Run 1, ports around the boundary:
Pins as bars across the die edge, other pins in gray.
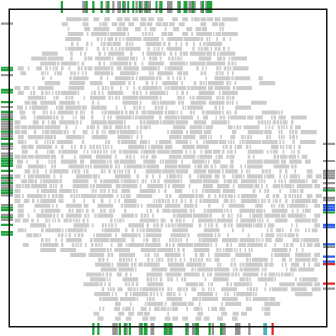
Run 1, clock routing:
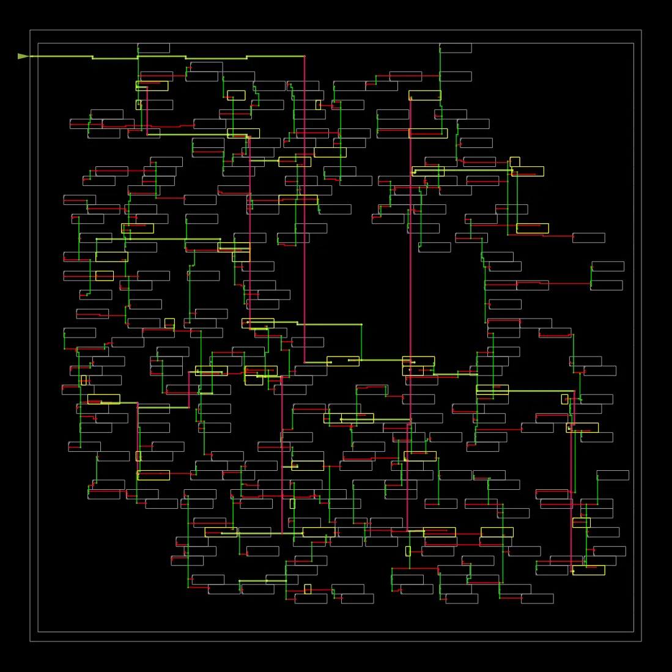
Run 1, sequential cells grouped by signal name:
Other sequential cells in the stronger gray, the rest of the logic in the fainter gray.
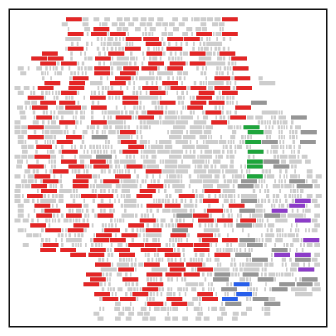
Run 1, metal layers overlaid:
Bar = 50 um.
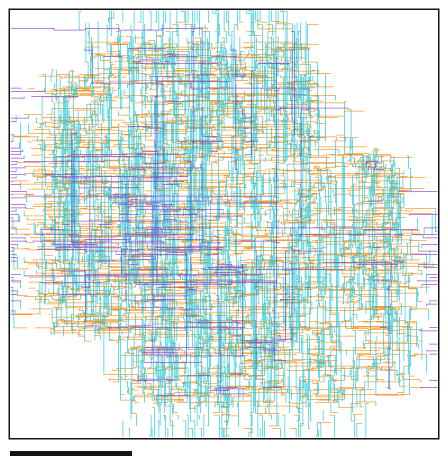
File: src/rtl/hdc_pkg.sv
// Shared constants, types and FSM encoding for the hypervector inference path.
package hdc_pkg;

  localparam int unsigned FRAME_W     = 64;
  localparam int unsigned NUM_FRAMES  = 3;
  localparam int unsigned NUM_CLASSES = 8;
  localparam int unsigned DIST_W      = 8;

  localparam int unsigned CNT_W  = $clog2(FRAME_W + 1);
  localparam int unsigned CLS_W  = $clog2(NUM_CLASSES);
  localparam int unsigned FIDX_W = $clog2(NUM_FRAMES);

  typedef logic [FRAME_W-1:0] frame_t;

  typedef enum logic [2:0] {
    ST_IDLE  = 3'd0,
    ST_LOAD  = 3'd1,
    ST_SWEEP = 3'd2,
    ST_DRAIN = 3'd3,
    ST_DONE  = 3'd4
  } state_t;

endpackage

File: src/rtl/class_search_ctrl_if.sv
// Query stream, class ROM address/data and result handshake of the search controller.
interface class_search_ctrl_if;
  import hdc_pkg::*;

  logic              q_valid;
  logic              q_ready;
  frame_t            q_data;
  logic [CLS_W-1:0]  cv_frame_id;
  logic [FIDX_W-1:0] cv_frame_index;
  frame_t            cv_data;
  logic              res_valid;
  logic              res_ready;
  logic [CLS_W-1:0]  res_class;
  logic [DIST_W-1:0] res_dist;

  modport master (
    output q_valid, q_data, cv_data, res_ready,
    input  q_ready, cv_frame_id, cv_frame_index, res_valid, res_class, res_dist
  );

  modport slave (
    input  q_valid, q_data, cv_data, res_ready,
    output q_ready, cv_frame_id, cv_frame_index, res_valid, res_class, res_dist
  );
endinterface

File: src/rtl/hvec_popcount.sv
// Combinational population count of one hypervector frame.
module hvec_popcount
  import hdc_pkg::*;
(
  input  frame_t           vec,
  output logic [CNT_W-1:0] cnt_c
);

  always_comb begin
    cnt_c = '0;
    for (int i = 0; i < int'(FRAME_W); i++) begin
      cnt_c = cnt_c + CNT_W'(vec[i]);
    end
  end

endmodule

File: src/rtl/class_search_ctrl.sv
// Buffers a query hypervector, sweeps the class ROM and reports the nearest class
// by Hamming distance (ties resolved towards the lower class index).
module class_search_ctrl
  import hdc_pkg::*;
(
  input  logic clk,
  input  logic rst_n,
  input  logic start,
  output logic busy,
  class_search_ctrl_if.slave bus
);

  localparam logic [FIDX_W-1:0] LAST_FIDX = FIDX_W'(NUM_FRAMES - 1);
  localparam logic [CLS_W-1:0]  LAST_CLS  = CLS_W'(NUM_CLASSES - 1);

  state_t            state, state_next;
  frame_t            qbuf [NUM_FRAMES];
  logic [FIDX_W-1:0] ld_idx, fidx;
  logic [CLS_W-1:0]  cls, pc_cls, best_class, res_class_q;
  logic [CNT_W-1:0]  pc_q, pc_c;
  logic              pc_vld, pc_last;
  logic [DIST_W-1:0] acc, acc_next, best_dist, res_dist_q;
  logic              q_fire, last_beat, last_addr, better;

  hvec_popcount u_popcount (
    .vec   (bus.cv_data ^ qbuf[fidx]),
    .cnt_c (pc_c)
  );

  // Address counters are held at zero outside SWEEP, so they drive the ROM directly.
  assign bus.cv_frame_id    = cls;
  assign bus.cv_frame_index = fidx;
  assign bus.res_class      = res_class_q;
  assign bus.res_dist       = res_dist_q;

  always_comb begin
    state_next = state;
    q_fire     = bus.q_ready && bus.q_valid;
    last_beat  = q_fire && (ld_idx == LAST_FIDX);
    last_addr  = (cls == LAST_CLS) && (fidx == LAST_FIDX);
    acc_next   = acc + DIST_W'(pc_q);
    better     = pc_vld && pc_last && (acc_next < best_dist);
    case (state)
      ST_IDLE:  if (start)                         state_next = ST_LOAD;
      ST_LOAD:  if (last_beat)                     state_next = ST_SWEEP;
      ST_SWEEP: if (last_addr)                     state_next = ST_DRAIN;
      ST_DRAIN:                                    state_next = ST_DONE;
      ST_DONE:  if (bus.res_valid && bus.res_ready) state_next = ST_IDLE;
      default:                                     state_next = ST_IDLE;
    endcase
  end

  always_ff @(posedge clk or negedge rst_n) begin
    if (!rst_n) begin
      state         <= ST_IDLE;
      busy          <= 1'b0;
      bus.q_ready   <= 1'b0;
      bus.res_valid <= 1'b0;
      for (int i = 0; i < int'(NUM_FRAMES); i++) qbuf[i] <= '0;
      ld_idx        <= '0;
      fidx          <= '0;
      cls           <= '0;
      pc_q          <= '0;
      pc_cls        <= '0;
      pc_vld        <= 1'b0;
      pc_last       <= 1'b0;
      acc           <= '0;
      best_dist     <= '0;
      best_class    <= '0;
      res_dist_q    <= '0;
      res_class_q   <= '0;
    end else begin
      state         <= state_next;
      busy          <= (state_next != ST_IDLE);
      bus.q_ready   <= (state_next == ST_LOAD);
      bus.res_valid <= (state_next == ST_DONE);

      if (q_fire) begin
        qbuf[ld_idx] <= bus.q_data;
        ld_idx       <= last_beat ? '0 : ld_idx + FIDX_W'(1);
      end

      // One ROM address per cycle: frame inner, class outer.
      pc_vld <= (state == ST_SWEEP);
      if (state == ST_SWEEP) begin
        pc_q    <= pc_c;
        pc_cls  <= cls;
        pc_last <= (fidx == LAST_FIDX);
        if (fidx == LAST_FIDX) begin
          fidx <= '0;
          cls  <= last_addr ? '0 : cls + CLS_W'(1);
        end else begin
          fidx <= fidx + FIDX_W'(1);
        end
      end

      if (last_beat) begin
        acc        <= '0;
        best_dist  <= '1;
        best_class <= '0;
      end else if (pc_vld) begin
        acc <= pc_last ? '0 : acc_next;
        if (better) begin
          best_dist  <= acc_next;
          best_class <= pc_cls;
        end
      end

      // DRAIN folds the final class compare straight into the result registers.
      if (state == ST_DRAIN) begin
        res_dist_q  <= better ? acc_next : best_dist;
        res_class_q <= better ? pc_cls   : best_class;
      end
    end
  end

endmodule

File: src/flat_wrapper.sv
// flat-port wrapper written by rule: the top's interface ports become plain ports
module class_search_ctrl_flat import hdc_pkg::*;
  (clk, rst_n, start, busy, bus_q_valid, bus_q_data, bus_cv_data, bus_res_ready, bus_q_ready, bus_cv_frame_id, bus_cv_frame_index, bus_res_valid, bus_res_class, bus_res_dist);
  class_search_ctrl_if bus_i ();
  input  logic clk;
  input  logic rst_n;
  input  logic start;
  output logic busy;
  input wire logic [$bits(bus_i.q_valid)-1:0] bus_q_valid;
  input wire logic [$bits(bus_i.q_data)-1:0] bus_q_data;
  input wire logic [$bits(bus_i.cv_data)-1:0] bus_cv_data;
  input wire logic [$bits(bus_i.res_ready)-1:0] bus_res_ready;
  output wire logic [$bits(bus_i.q_ready)-1:0] bus_q_ready;
  output wire logic [$bits(bus_i.cv_frame_id)-1:0] bus_cv_frame_id;
  output wire logic [$bits(bus_i.cv_frame_index)-1:0] bus_cv_frame_index;
  output wire logic [$bits(bus_i.res_valid)-1:0] bus_res_valid;
  output wire logic [$bits(bus_i.res_class)-1:0] bus_res_class;
  output wire logic [$bits(bus_i.res_dist)-1:0] bus_res_dist;
  assign bus_i.q_valid = bus_q_valid;
  assign bus_i.q_data = bus_q_data;
  assign bus_i.cv_data = bus_cv_data;
  assign bus_i.res_ready = bus_res_ready;
  assign bus_q_ready = bus_i.q_ready;
  assign bus_cv_frame_id = bus_i.cv_frame_id;
  assign bus_cv_frame_index = bus_i.cv_frame_index;
  assign bus_res_valid = bus_i.res_valid;
  assign bus_res_class = bus_i.res_class;
  assign bus_res_dist = bus_i.res_dist;
  class_search_ctrl u_core (.clk(clk), .rst_n(rst_n), .start(start), .busy(busy), .bus(bus_i));
endmodule
File: config.mk
export PLATFORM = sky130hd
export DESIGN_NAME = class_search_ctrl_flat
export DESIGN_NICKNAME = d
export VERILOG_FILES = /design/src/rtl/hdc_pkg.sv /design/src/rtl/class_search_ctrl_if.sv /design/src/rtl/hvec_popcount.sv /design/src/rtl/class_search_ctrl.sv /design/src/flat_wrapper.sv
export SDC_FILE = /design/constraint.sdc
export NUM_CORES = 1
export LEC_CHECK = 0
export ABC_AREA = 1
export CAP_MARGIN = 20
export CORE_MARGIN = 2
export CORE_UTILIZATION = 45
export DETAILED_ROUTE_END_ITERATION = 8
export GPL_TIMING_DRIVEN = 0
export PLACE_DENSITY = 0.69
export SETUP_SLACK_MARGIN = 0.2
export SLEW_MARGIN = 20
export SYNTH_ARGS = -nofsm -noshare
export SYNTH_HDL_FRONTEND = slang
export SYNTH_SLANG_ARGS = --single-unit
File: constraint.sdc
create_clock -name clk -period 19.17 [get_ports clk]
set_input_delay 3.834 -clock clk [delete_from_list [all_inputs] [get_ports clk]]
set_output_delay 3.834 -clock clk [all_outputs]
set_load 0.02 [all_outputs]
==> notes.md, run 1 <==
The full implementation flow was run.

Looking at the hold checks, the worst path lands on u_core.pc_cls[2]. The tree is rooted in a clkbuf_16. A synthesized cell averages about 8.7 um2. The OpenROAD warning count stands at 28. The number of antenna-violating nets in the routed design stands at 0. The data arrival at the endpoint of the critical path stands at roughly 10 ns. The total area inside the core boundary comes to about 29,000 um2. STA reports a reg2reg setup slack of around 12 ns. The final setup violation count stands at 0. For this block, the routed nets add up to 39.0 mm of wire. According to the timing report, the critical path is captured at u_core.pc_q[6]. CTS built an H-tree with a depth of 1.

Per the run report, area growth between synthesis and finish was 22.4%. The worst setup path is captured at a flip-flop. The non-clock inverters instantiated in the layout total 174.

Looking at the max-slew report, the worst-margin pin has a slew of 0.954 ns. Summing the sequential cell areas from Yosys gives between 40% and 50% of the chip area.

The area used by sequential logic in the layout stands at around 6000 um2. After detailed routing, the met2 layer carries between 15 and 20 mm of wire. The number of search-and-repair iterations in the first detailed-routing pass stands at 6. The final tally of max-slew violations stands at 0. The adder-cell share of the synthesized area stands at a little under an eighth. The share of async-settable or async-resettable flops after synthesis stands at 100%.

The wire length on met1 stands at about 16 mm. The starting DRC count in detailed routing stands at between 800 and 900. The via count of the first global-routing pass came to 11,200. More flip-flops sit in one register than any other, and that register is u_core.qbuf.

The flow inserted 384 tap cells. According to the floorplan report, the die width is approximately 180 um. The share of cells above drive strength 1 stands at under 10%.

The flow ran to the end, and the final reports show no timing, DRC or antenna violations. The floorplan die area stands at about 31,000 um2. The highest attainable clock frequency stands at approximately 0.10 GHz. For reference, the top logic cell family by area is simple AND/OR/NAND/NOR gates. The clock passes through at most 3 buffers. The most common cell in the synthesized netlist is nand2_1. Setup repair after global routing left no endpoint under its margin.

The skew report gives the latency at the later pin of the worst-skew pair as ~0.56 ns. After synthesis, the chip area reported by Yosys is 13,200 um2. The register with the most flip-flops in the layout has between 150 and 200 of them. Summed over all layers, the global routing overflow is 0. The layout buffer count excluding clock buffers stands at roughly 230. The warning tally printed by Yosys for this design is 0. Counting the fill cells in the layout gives 2,604. The proportion of netlist area held by the largest area contributor stands at 46.9%. The post-synthesis net count stands at 1,734. The CTS report gives the tree buffer count as 28. Per the run summary, max-cap violations total 0. In this run the count of I/O pins placed on the die edge is 152. The min-delay analysis places its worst path in the category flip-flop to flip-flop. The global routing usage summed across all routing layers stands at 25.9%. The final weighted congestion recorded by global placement is roughly 0.89.

The ratio of routed vias to standard cells stands at approximately 5.3. The most common logic cells in the final layout are nand2_1 (431), dfrtp_1 (247), nand3_1 (169), inv_1 (165), clkdlybuf4s50_1 (150).

The multiplexer area fraction after synthesis stands at 0%. The max-slew headroom at the worst pin stands at 36.4%. The final layout net count stands at 1,917.

TritonCTS built the clock tree. Of the total synthesized cell area, the portion taken by XOR and XNOR cells is 4.65%. The number of synthesized flops with an enable pin stands at 0. The most common logic cell in the final layout is nand2_1. The area fraction in compound gates after synthesis stands at under 10%. STA lists the endpoint of the worst register-to-register path as u_core.pc_q[6]. On the final layout, the worst hold slack is roughly 0.47 ns. The initial antenna violation count is 0. The post-synthesis cell count from yosys stands at 1,515. Synthesis instantiated 32 different standard cells from the library. The met2 track demand over resource in global routing stands at a little over two fifths. The critical path data required time stands at 19.60 ns.

Entering global routing, the biggest net connects a little over 90 pins. Multi-input gates account for between 30% and 40% of the area. The highest layer touched by signal routing is met4. In the floorplan report the effective utilization is 45.8%. The script parses the final routing iteration and logs DRC violations as 0.

Adding up every negative setup slack in the final design gives 0 ns.
## Picture notes: 'ports around the boundary'
port	color	pins	direction	edge
bus_res_valid	cyan	1	output	south
bus_res_dist	blue	8	output	east
bus_q_data	green	64	input	25 west, 20 north, 17 south, 2 east
bus_res_class	red	3	output	2 east, 1 south

## Picture notes: 'clock routing'
largest clock skew in the final design: 0.0217 ns
clk sinks: 247

## Picture notes: 'sequential cells grouped by signal name'
netlist name	color	flops
u_core.qbuf	red	192
u_core.bus.res_dist	purple	8
u_core.pc_q	green	7
u_core.state	blue	3
not colored	37

## Picture notes: 'metal layers overlaid'
layer	color	wire length
M2	cyan	18,500 um
M4	blue	1,350 um
M1	orange	15,900 um
M3	purple	3,240 um

==> run 1: through the flow <==
stage	util [%]	area (um2)	setup slack [ns]
6_report	56.1	16100	9.58
5_1_grt	56.1	16100	9.34
4_1_cts	56.1	16100	9.59
3_5_place_dp	52.9	15200	9.04
3_3_place_gp	52.7	15200	3.80
2_1_floorplan	-	13200	9.77
==> run 1: worst max-delay path, stage by stage <==
cell,delay (ns)
clkdlybuf4s50_1,0.45
xor2_1,0.19
fa_1,0.53
inv_1,0.07
fa_1,0.54
inv_1,0.07
fa_1,0.53
inv_1,0.05
fa_1,0.49
inv_1,0.06
fa_1,0.50
inv_1,0.06
fa_1,0.46
fa_1,0.52
fa_1,0.55
inv_1,0.04
ha_1,0.23
fa_1,0.41
nand3_1,0.10
nand2_1,0.07
nand2_1,0.08
a21o_1,0.11
a21oi_1,0.06
==> inputs of run 2 (changes only) <==
--- a/config.mk
+++ b/config.mk
@@ -11,7 +11,7 @@
 export CORE_UTILIZATION = 45
 export DETAILED_ROUTE_END_ITERATION = 8
 export GPL_TIMING_DRIVEN = 0
-export PLACE_DENSITY = 0.69
+export PLACE_DENSITY = 0.72
 export SETUP_SLACK_MARGIN = 0.2
 export SLEW_MARGIN = 20
 export SYNTH_ARGS = -nofsm -noshare
==> constraint.sdc (replaced) <==
create_clock -name clk -period 8.5 [get_ports clk]
set_input_delay 1.7 -clock clk [delete_from_list [all_inputs] [get_ports clk]]
set_output_delay 1.7 -clock clk [all_outputs]
set_load 0.02 [all_outputs]
==> notes.md, run 2 <==
The full implementation flow was run.

The critical path data required time was 8.93 ns (-10.67 ns). The synthesis warning total stands at 0 (unchanged). The H-tree depth reported by CTS was 1 (unchanged). The proportion of netlist area held by the largest area contributor stands at 46.9% (unchanged).

By instance count, the cell type seen most on the critical path is fa_1. The post-detailed-route DRC marker count was 0 (unchanged). The final tally of max-slew violations stands at 0 (unchanged).

The critical path goes through inv_2, buf_2, clkbuf_1, nand3_1, nand3_1, xnor2_1, fa_1, fa_1, fa_1, inv_1, fa_1, inv_1, fa_1, fa_1, fa_1, fa_1, inv_1, ha_1, fa_1, nand3_1, nand2_1, nand2_1, a21o_1, a21oi_1. The starting density of the core was 45.8% (unchanged). Checking hold timing, the worst path is listed with class flip-flop to flip-flop. The starting DRC count in detailed routing stands at 1,087 (+36%).

The cell area after placement is 15,200 um2 (unchanged). The highest attainable clock frequency stands at between 0.1 and 0.15 GHz. The post-synthesis cell count from yosys came to 1,515 (unchanged). The number of synthesized flops with an enable pin stands at 0 (unchanged).

The synthesized chip area reported by yosys stands at 13,200 um2 (unchanged). The area of all placed cells without fillers stands at 16,000 um2 (-0.69%). The post-synthesis net count came to 1,734 (unchanged). The count of clock tree sinks stands at 247 (unchanged).

Setup repair after global routing left no endpoint under its margin. Relative to the synthesized area, the layout overhead comes to 21.6%. In this run the worst setup path terminates at u_core.pc_q[6]. The flow ran to the end, and the final reports show no timing, DRC or antenna violations. The routed length on met2 stands at 18.2 mm (-1.8%).

The post-route core utilization stands at 55.7% (-0.39 points). The aggregate routed wire length is 38.7 mm (-0.86%). The wire length on met1 came to 15.3 mm (-3.7%). The final worst slack was 1.10 ns (-8.49 ns).

The largest net degree at the start of global routing stands at 96 (+4.3%). The count of distinct cell types in the synthesized netlist stands at 32 (unchanged).

The final total negative setup slack stands at 0 ns (unchanged). The share of async-settable or async-resettable flops after synthesis stands at 100% (unchanged). The weighted congestion reported at the end of routability-driven placement came to 0.903 (+1.0%).

The floorplan die area stands at 30,700 um2 (unchanged).
[run 2: final cells by class]
type                       instances  area (um2)
clock buffer                      38         757
multi-input combinational       1018        5990
fill                            2502       12700
inverter                         174         653
tap                              384         480
sequential                       247        6180
clock inverter                     4        38.8
buffer                            76         359
timing repair buffer             153        1570
[run 2: logic make-up after synthesis]
group | Yosys count | synth area share (%)
compound gates | 227 | 8.76
xor+xnor | 70 | 4.65
fa+ha+maj | 86 | 11.3
buf+inv | 250 | 7.68
flops | 247 | 46.9
simple gates | 635 | 20.7
[run 2: tightest hold or removal path: stages, from the launching register on]
cell and delay (ns):
dfrtp_1 0.34, nand2_1 0.06, nand2_1 0.05
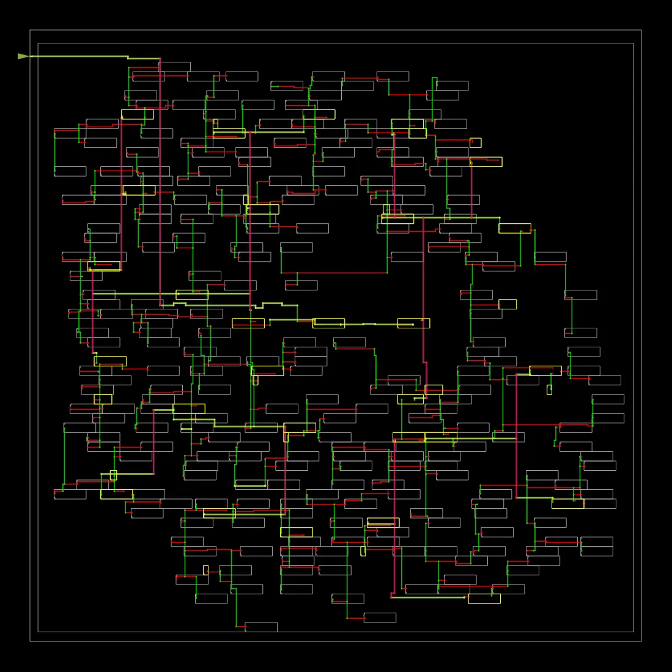
Run 2: clock routing
Worst-Skew Late Latency: 0.55 ns
total clock buffers created by CTS: 27
sequential cells: 247
largest clock skew in the final design: 0.0144 ns

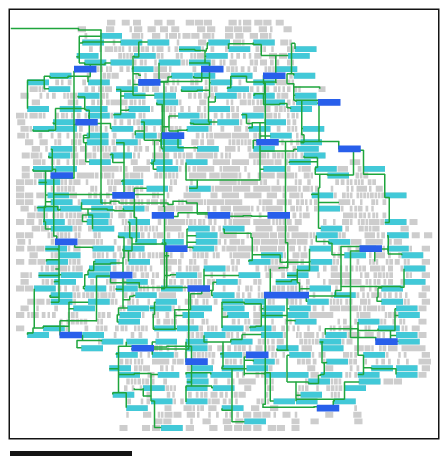
Run 2: routed clock nets over the placement
Bar = 50 um.
[clock-net drivers] blue | count: 27
[flip-flops] cyan | count: 247
[clock wires] green | length: 3,220 um
flops lie	widely spread
routed clock nets	28

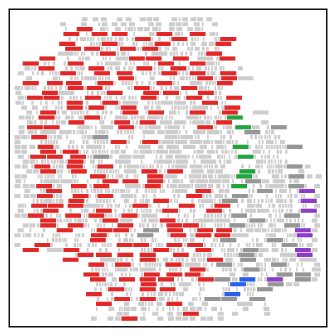
Run 2: sequential cells grouped by signal name
Other sequential cells in the stronger gray, the rest of the logic in the fainter gray.
netlist name	color	flops
u_core.pc_q	green	7
u_core.qbuf	red	192
u_core.bus.res_dist	purple	8
u_core.state	blue	3

